**src/rtl/de2_uart_if.sv**
```systemverilog
// Core-side handshake bundle for de2_uart: valid/ready transmit path and a
// single-entry receive holding register with acknowledge and status flags.
interface de2_uart_if;
  logic       tx_valid;
  logic [7:0] tx_data;
  logic       tx_ready;
  logic       rx_valid;
  logic [7:0] rx_data;
  logic       rx_ack;
  logic       rx_framing_error;
  logic       rx_overrun;
  logic       rx_overrun_clear;

  // Bus master (picorisc peripheral side) drives requests and acknowledges.
  modport master (
    output tx_valid, tx_data, rx_ack, rx_overrun_clear,
    input  tx_ready, rx_valid, rx_data, rx_framing_error, rx_overrun
  );

  // UART block answers with readiness, received data and status.
  modport slave (
    input  tx_valid, tx_data, rx_ack, rx_overrun_clear,
    output tx_ready, rx_valid, rx_data, rx_framing_error, rx_overrun
  );
endinterface

```
**src/rtl/de2_uart.sv**
```systemverilog
// 8N1 UART for the DE2 board pins. Bit timing comes from a down-counter
// clocked by clk (BAUD_DIV cycles per bit); the receiver samples each bit
// near its centre by starting with a half-bit delay after the start edge.
module de2_uart #(
  parameter int BAUD_DIV = 434,
  parameter int USE_FLOW = 1
) (
  input  logic          clk,
  input  logic          reset,
  de2_uart_if.slave     bus,
  input  logic          de2_uart_in__rxd,
  input  logic          de2_uart_in__rts,
  output logic          de2_uart_out__txd,
  output logic          de2_uart_out__cts
);

  localparam logic [15:0] BIT_RELOAD  = 16'(BAUD_DIV - 1);
  localparam logic [15:0] HALF_RELOAD = 16'(BAUD_DIV / 2 - 1);

  typedef enum logic [1:0] {IDLE, START, DATA, STOP} state_t;

  // Both asynchronous pins get an identical 2-flop synchroniser idling high.
  logic [1:0] sync_in;
  logic [1:0] sync_out;
  assign sync_in = {de2_uart_in__rts, de2_uart_in__rxd};

  generate
    for (genvar gi = 0; gi < 2; gi++) begin : g_sync
      logic s1_reg;
      logic s2_reg;
      // Two-stage metastability filter, reset to the idle-high level.
      always_ff @(posedge clk or posedge reset) begin
        if (reset) begin
          s1_reg <= 1'b1;
          s2_reg <= 1'b1;
        end else begin
          s1_reg <= sync_in[gi];
          s2_reg <= s1_reg;
        end
      end
      assign sync_out[gi] = s2_reg;
    end
  endgenerate

  logic rxd_s;
  logic rts_s;
  logic flow_ok;
  assign rxd_s   = sync_out[0];
  assign rts_s   = sync_out[1];
  // Peer permission is only consulted while the transmitter is idle.
  assign flow_ok = (USE_FLOW == 0) || !rts_s;

  // ---------------------------------------------------------------- transmit
  state_t      tx_state_reg;
  logic [15:0] tx_cnt_reg;
  logic [2:0]  tx_idx_reg;
  logic [7:0]  tx_shift_reg;
  logic        txd_reg;
  logic        tx_ready_reg;

  // TX FSM: start bit, 8 data bits LSB first, stop bit; all outputs registered.
  always_ff @(posedge clk or posedge reset) begin
    if (reset) begin
      tx_state_reg <= IDLE;
      tx_cnt_reg   <= 16'd0;
      tx_idx_reg   <= 3'd0;
      tx_shift_reg <= 8'd0;
      txd_reg      <= 1'b1;
      tx_ready_reg <= 1'b1;
    end else begin
      case (tx_state_reg)
        IDLE: begin
          if (bus.tx_valid && tx_ready_reg) begin
            tx_shift_reg <= bus.tx_data;
            tx_state_reg <= START;
            txd_reg      <= 1'b0;
            tx_cnt_reg   <= BIT_RELOAD;
            tx_ready_reg <= 1'b0;
          end else begin
            tx_ready_reg <= flow_ok;
          end
        end
        START: begin
          if (tx_cnt_reg == 16'd0) begin
            tx_state_reg <= DATA;
            txd_reg      <= tx_shift_reg[0];
            tx_shift_reg <= {1'b0, tx_shift_reg[7:1]};
            tx_idx_reg   <= 3'd0;
            tx_cnt_reg   <= BIT_RELOAD;
          end else begin
            tx_cnt_reg <= tx_cnt_reg - 16'd1;
          end
        end
        DATA: begin
          if (tx_cnt_reg == 16'd0) begin
            tx_cnt_reg <= BIT_RELOAD;
            tx_idx_reg <= tx_idx_reg + 3'd1;
            if (tx_idx_reg == 3'd7) begin
              tx_state_reg <= STOP;
              txd_reg      <= 1'b1;
            end else begin
              txd_reg      <= tx_shift_reg[0];
              tx_shift_reg <= {1'b0, tx_shift_reg[7:1]};
            end
          end else begin
            tx_cnt_reg <= tx_cnt_reg - 16'd1;
          end
        end
        STOP: begin
          if (tx_cnt_reg == 16'd0) begin
            tx_state_reg <= IDLE;
            tx_ready_reg <= flow_ok;
          end else begin
            tx_cnt_reg <= tx_cnt_reg - 16'd1;
          end
        end
        default: tx_state_reg <= IDLE;
      endcase
    end
  end

  // ----------------------------------------------------------------- receive
  state_t      rx_state_reg;
  logic [15:0] rx_cnt_reg;
  logic [2:0]  rx_idx_reg;
  logic [7:0]  rx_shift_reg;
  logic        rxd_prev_reg;
  logic        rx_valid_reg;
  logic [7:0]  rx_data_reg;
  logic        rx_fe_reg;
  logic        rx_overrun_reg;

  // RX FSM plus holding register; later assignments override earlier ones so
  // a completing byte beats an ack, and a new overrun beats a clear.
  always_ff @(posedge clk or posedge reset) begin
    if (reset) begin
      rx_state_reg   <= IDLE;
      rx_cnt_reg     <= 16'd0;
      rx_idx_reg     <= 3'd0;
      rx_shift_reg   <= 8'd0;
      rxd_prev_reg   <= 1'b1;
      rx_valid_reg   <= 1'b0;
      rx_data_reg    <= 8'd0;
      rx_fe_reg      <= 1'b0;
      rx_overrun_reg <= 1'b0;
    end else begin
      rxd_prev_reg <= rxd_s;
      if (bus.rx_ack && rx_valid_reg) begin
        rx_valid_reg <= 1'b0;
        rx_fe_reg    <= 1'b0;
      end
      if (bus.rx_overrun_clear) begin
        rx_overrun_reg <= 1'b0;
      end
      case (rx_state_reg)
        IDLE: begin
          // Only a genuine 1-to-0 edge starts a frame, so a held break
          // line does not retrigger.
          if (rxd_prev_reg && !rxd_s) begin
            rx_state_reg <= START;
            rx_cnt_reg   <= HALF_RELOAD;
          end
        end
        START: begin
          if (rx_cnt_reg == 16'd0) begin
            if (rxd_s) begin
              rx_state_reg <= IDLE;
            end else begin
              rx_state_reg <= DATA;
              rx_idx_reg   <= 3'd0;
              rx_cnt_reg   <= BIT_RELOAD;
            end
          end else begin
            rx_cnt_reg <= rx_cnt_reg - 16'd1;
          end
        end
        DATA: begin
          if (rx_cnt_reg == 16'd0) begin
            rx_shift_reg <= {rxd_s, rx_shift_reg[7:1]};
            rx_idx_reg   <= rx_idx_reg + 3'd1;
            rx_cnt_reg   <= BIT_RELOAD;
            if (rx_idx_reg == 3'd7) begin
              rx_state_reg <= STOP;
            end
          end else begin
            rx_cnt_reg <= rx_cnt_reg - 16'd1;
          end
        end
        STOP: begin
          if (rx_cnt_reg == 16'd0) begin
            rx_state_reg <= IDLE;
            if (!rx_valid_reg || bus.rx_ack) begin
              rx_data_reg  <= rx_shift_reg;
              rx_valid_reg <= 1'b1;
              rx_fe_reg    <= !rxd_s;
            end else begin
              rx_overrun_reg <= 1'b1;
            end
          end else begin
            rx_cnt_reg <= rx_cnt_reg - 16'd1;
          end
        end
        default: rx_state_reg <= IDLE;
      endcase
    end
  end

  assign bus.tx_ready         = tx_ready_reg;
  assign bus.rx_valid         = rx_valid_reg;
  assign bus.rx_data          = rx_data_reg;
  assign bus.rx_framing_error = rx_fe_reg;
  assign bus.rx_overrun       = rx_overrun_reg;
  assign de2_uart_out__txd    = txd_reg;
  // Ask the peer to pause whenever the holding register is occupied.
  assign de2_uart_out__cts    = rx_valid_reg;

endmodule

```
**src/flat_wrapper.sv**
```systemverilog
// flat-port wrapper written by rule: the top's interface ports become plain ports
module de2_uart_flat 
#(
  parameter int BAUD_DIV = 434,
  parameter int USE_FLOW = 1
)
  (clk, reset, de2_uart_in__rxd, de2_uart_in__rts, de2_uart_out__txd, de2_uart_out__cts, bus_tx_valid, bus_tx_data, bus_rx_ack, bus_rx_overrun_clear, bus_tx_ready, bus_rx_valid, bus_rx_data, bus_rx_framing_error, bus_rx_overrun);
  de2_uart_if bus_i ();
  input  logic clk;
  input  logic reset;
  input  logic de2_uart_in__rxd;
  input  logic de2_uart_in__rts;
  output logic de2_uart_out__txd;
  output logic de2_uart_out__cts;
  input wire logic [$bits(bus_i.tx_valid)-1:0] bus_tx_valid;
  input wire logic [$bits(bus_i.tx_data)-1:0] bus_tx_data;
  input wire logic [$bits(bus_i.rx_ack)-1:0] bus_rx_ack;
  input wire logic [$bits(bus_i.rx_overrun_clear)-1:0] bus_rx_overrun_clear;
  output wire logic [$bits(bus_i.tx_ready)-1:0] bus_tx_ready;
  output wire logic [$bits(bus_i.rx_valid)-1:0] bus_rx_valid;
  output wire logic [$bits(bus_i.rx_data)-1:0] bus_rx_data;
  output wire logic [$bits(bus_i.rx_framing_error)-1:0] bus_rx_framing_error;
  output wire logic [$bits(bus_i.rx_overrun)-1:0] bus_rx_overrun;
  assign bus_i.tx_valid = bus_tx_valid;
  assign bus_i.tx_data = bus_tx_data;
  assign bus_i.rx_ack = bus_rx_ack;
  assign bus_i.rx_overrun_clear = bus_rx_overrun_clear;
  assign bus_tx_ready = bus_i.tx_ready;
  assign bus_rx_valid = bus_i.rx_valid;
  assign bus_rx_data = bus_i.rx_data;
  assign bus_rx_framing_error = bus_i.rx_framing_error;
  assign bus_rx_overrun = bus_i.rx_overrun;
  de2_uart #(.BAUD_DIV(BAUD_DIV), .USE_FLOW(USE_FLOW)) u_core (.clk(clk), .reset(reset), .bus(bus_i), .de2_uart_in__rxd(de2_uart_in__rxd), .de2_uart_in__rts(de2_uart_in__rts), .de2_uart_out__txd(de2_uart_out__txd), .de2_uart_out__cts(de2_uart_out__cts));
endmodule
```
**config.mk**
```make
export PLATFORM = sky130hd
export DESIGN_NAME = de2_uart_flat
export DESIGN_NICKNAME = d
export VERILOG_FILES = /design/src/rtl/de2_uart_if.sv /design/src/rtl/de2_uart.sv /design/src/flat_wrapper.sv
export SDC_FILE = /design/constraint.sdc
export NUM_CORES = 1
export LEC_CHECK = 0
export ABC_AREA = 1
export CAP_MARGIN = 30
export CORE_ASPECT_RATIO = 0.7
export CORE_MARGIN = 2
export CORE_UTILIZATION = 50
export CTS_BUF_LIST = sky130_fd_sc_hd__clkbuf_2
export DETAILED_ROUTE_END_ITERATION = 8
export PLACE_DENSITY = 0.7
export SYNTH_ARGS = -nofsm -noshare
export SYNTH_HDL_FRONTEND = slang
export SYNTH_SLANG_ARGS = --single-unit
```
**constraint.sdc**
```tcl
create_clock -name clk -period 6.4 [get_ports clk]
set_input_delay 1.28 -clock clk [delete_from_list [all_inputs] [get_ports clk]]
set_output_delay 1.28 -clock clk [all_outputs]
set_load 0.005 [all_outputs]
```
final_clocks.png
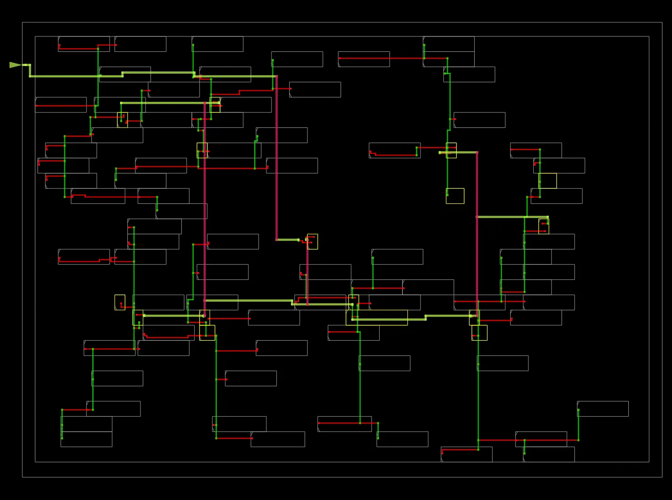
CLK BUF: 9
Latency at later pin: 540 ps
Clk. pwr: 0.264 mW
Sink Count: 76

registers.png
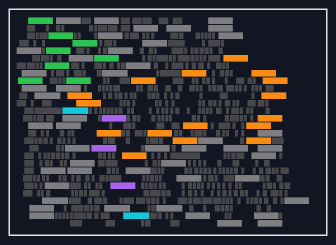
[`u_core.tx_idx_reg`] purple | flops: 3
[`u_core.rx_shift_reg`] green | flops: 8 | where: top left
[`u_core.g_sync.s2_reg`] cyan | flops: 2
[`u_core.rx_cnt_reg`] orange | flops: 16
not colored: 47

pdn.png
Pins as bars on the die edge.
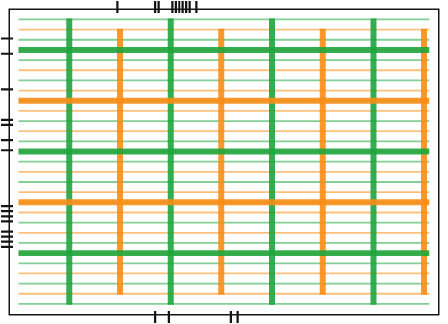
[VDD] orange
[VSS] green
met4 straps: 8
signal pins: 29
met1 rails: 29
rows: 28
Core Box Area: 8373 µm²
die width: 114.6 µm
Worst VDD drop: 0.2097 mV
Die Ht: 81.41 µm

==> metrics.cfg <==
[global_route]
grt_pass1_wl_um=14540
grt_overflow_total=0
top_usage_layer=met1
track_usage_pct=19.72

[sta]
max_slew_margin_pct=72.66
worst_slack_ps=3519
fmax_mhz=347.1
fin_crit_ps=2881

[yosys]
common_cells=146 x nand2_1, 78 x inv_1, 69 x dfrtp_1
ff_type=dfrtp_1
synthAoiAreaFrac_pct=11.22
yosysChipArea_um2=4280
ys_seq_share_pct=44.64
postSynthAreaPerCell_um2=7.854

[power_and_ir_drop]
power_density_nw_per_um2=450.6
top_power_group=combinational cells
leakagePower_nw=2.387
p_int_mw=1.102

[final_layout]
drive_gt1_share_pct=12.16
stdcell_count=689
finalInstanceArea_um2=4781
comb_area_share_pct=41.87
n_all_inverters=81

[run_status]
status=completed

[setup_path]
critical_path.cell_chain=clkdlybuf4s50_1

[hold_path]
min_path_cells=0

[placed_design]
gp_congestion=0.8782

No activity file was given, so power comes from the tool's default toggle rates.
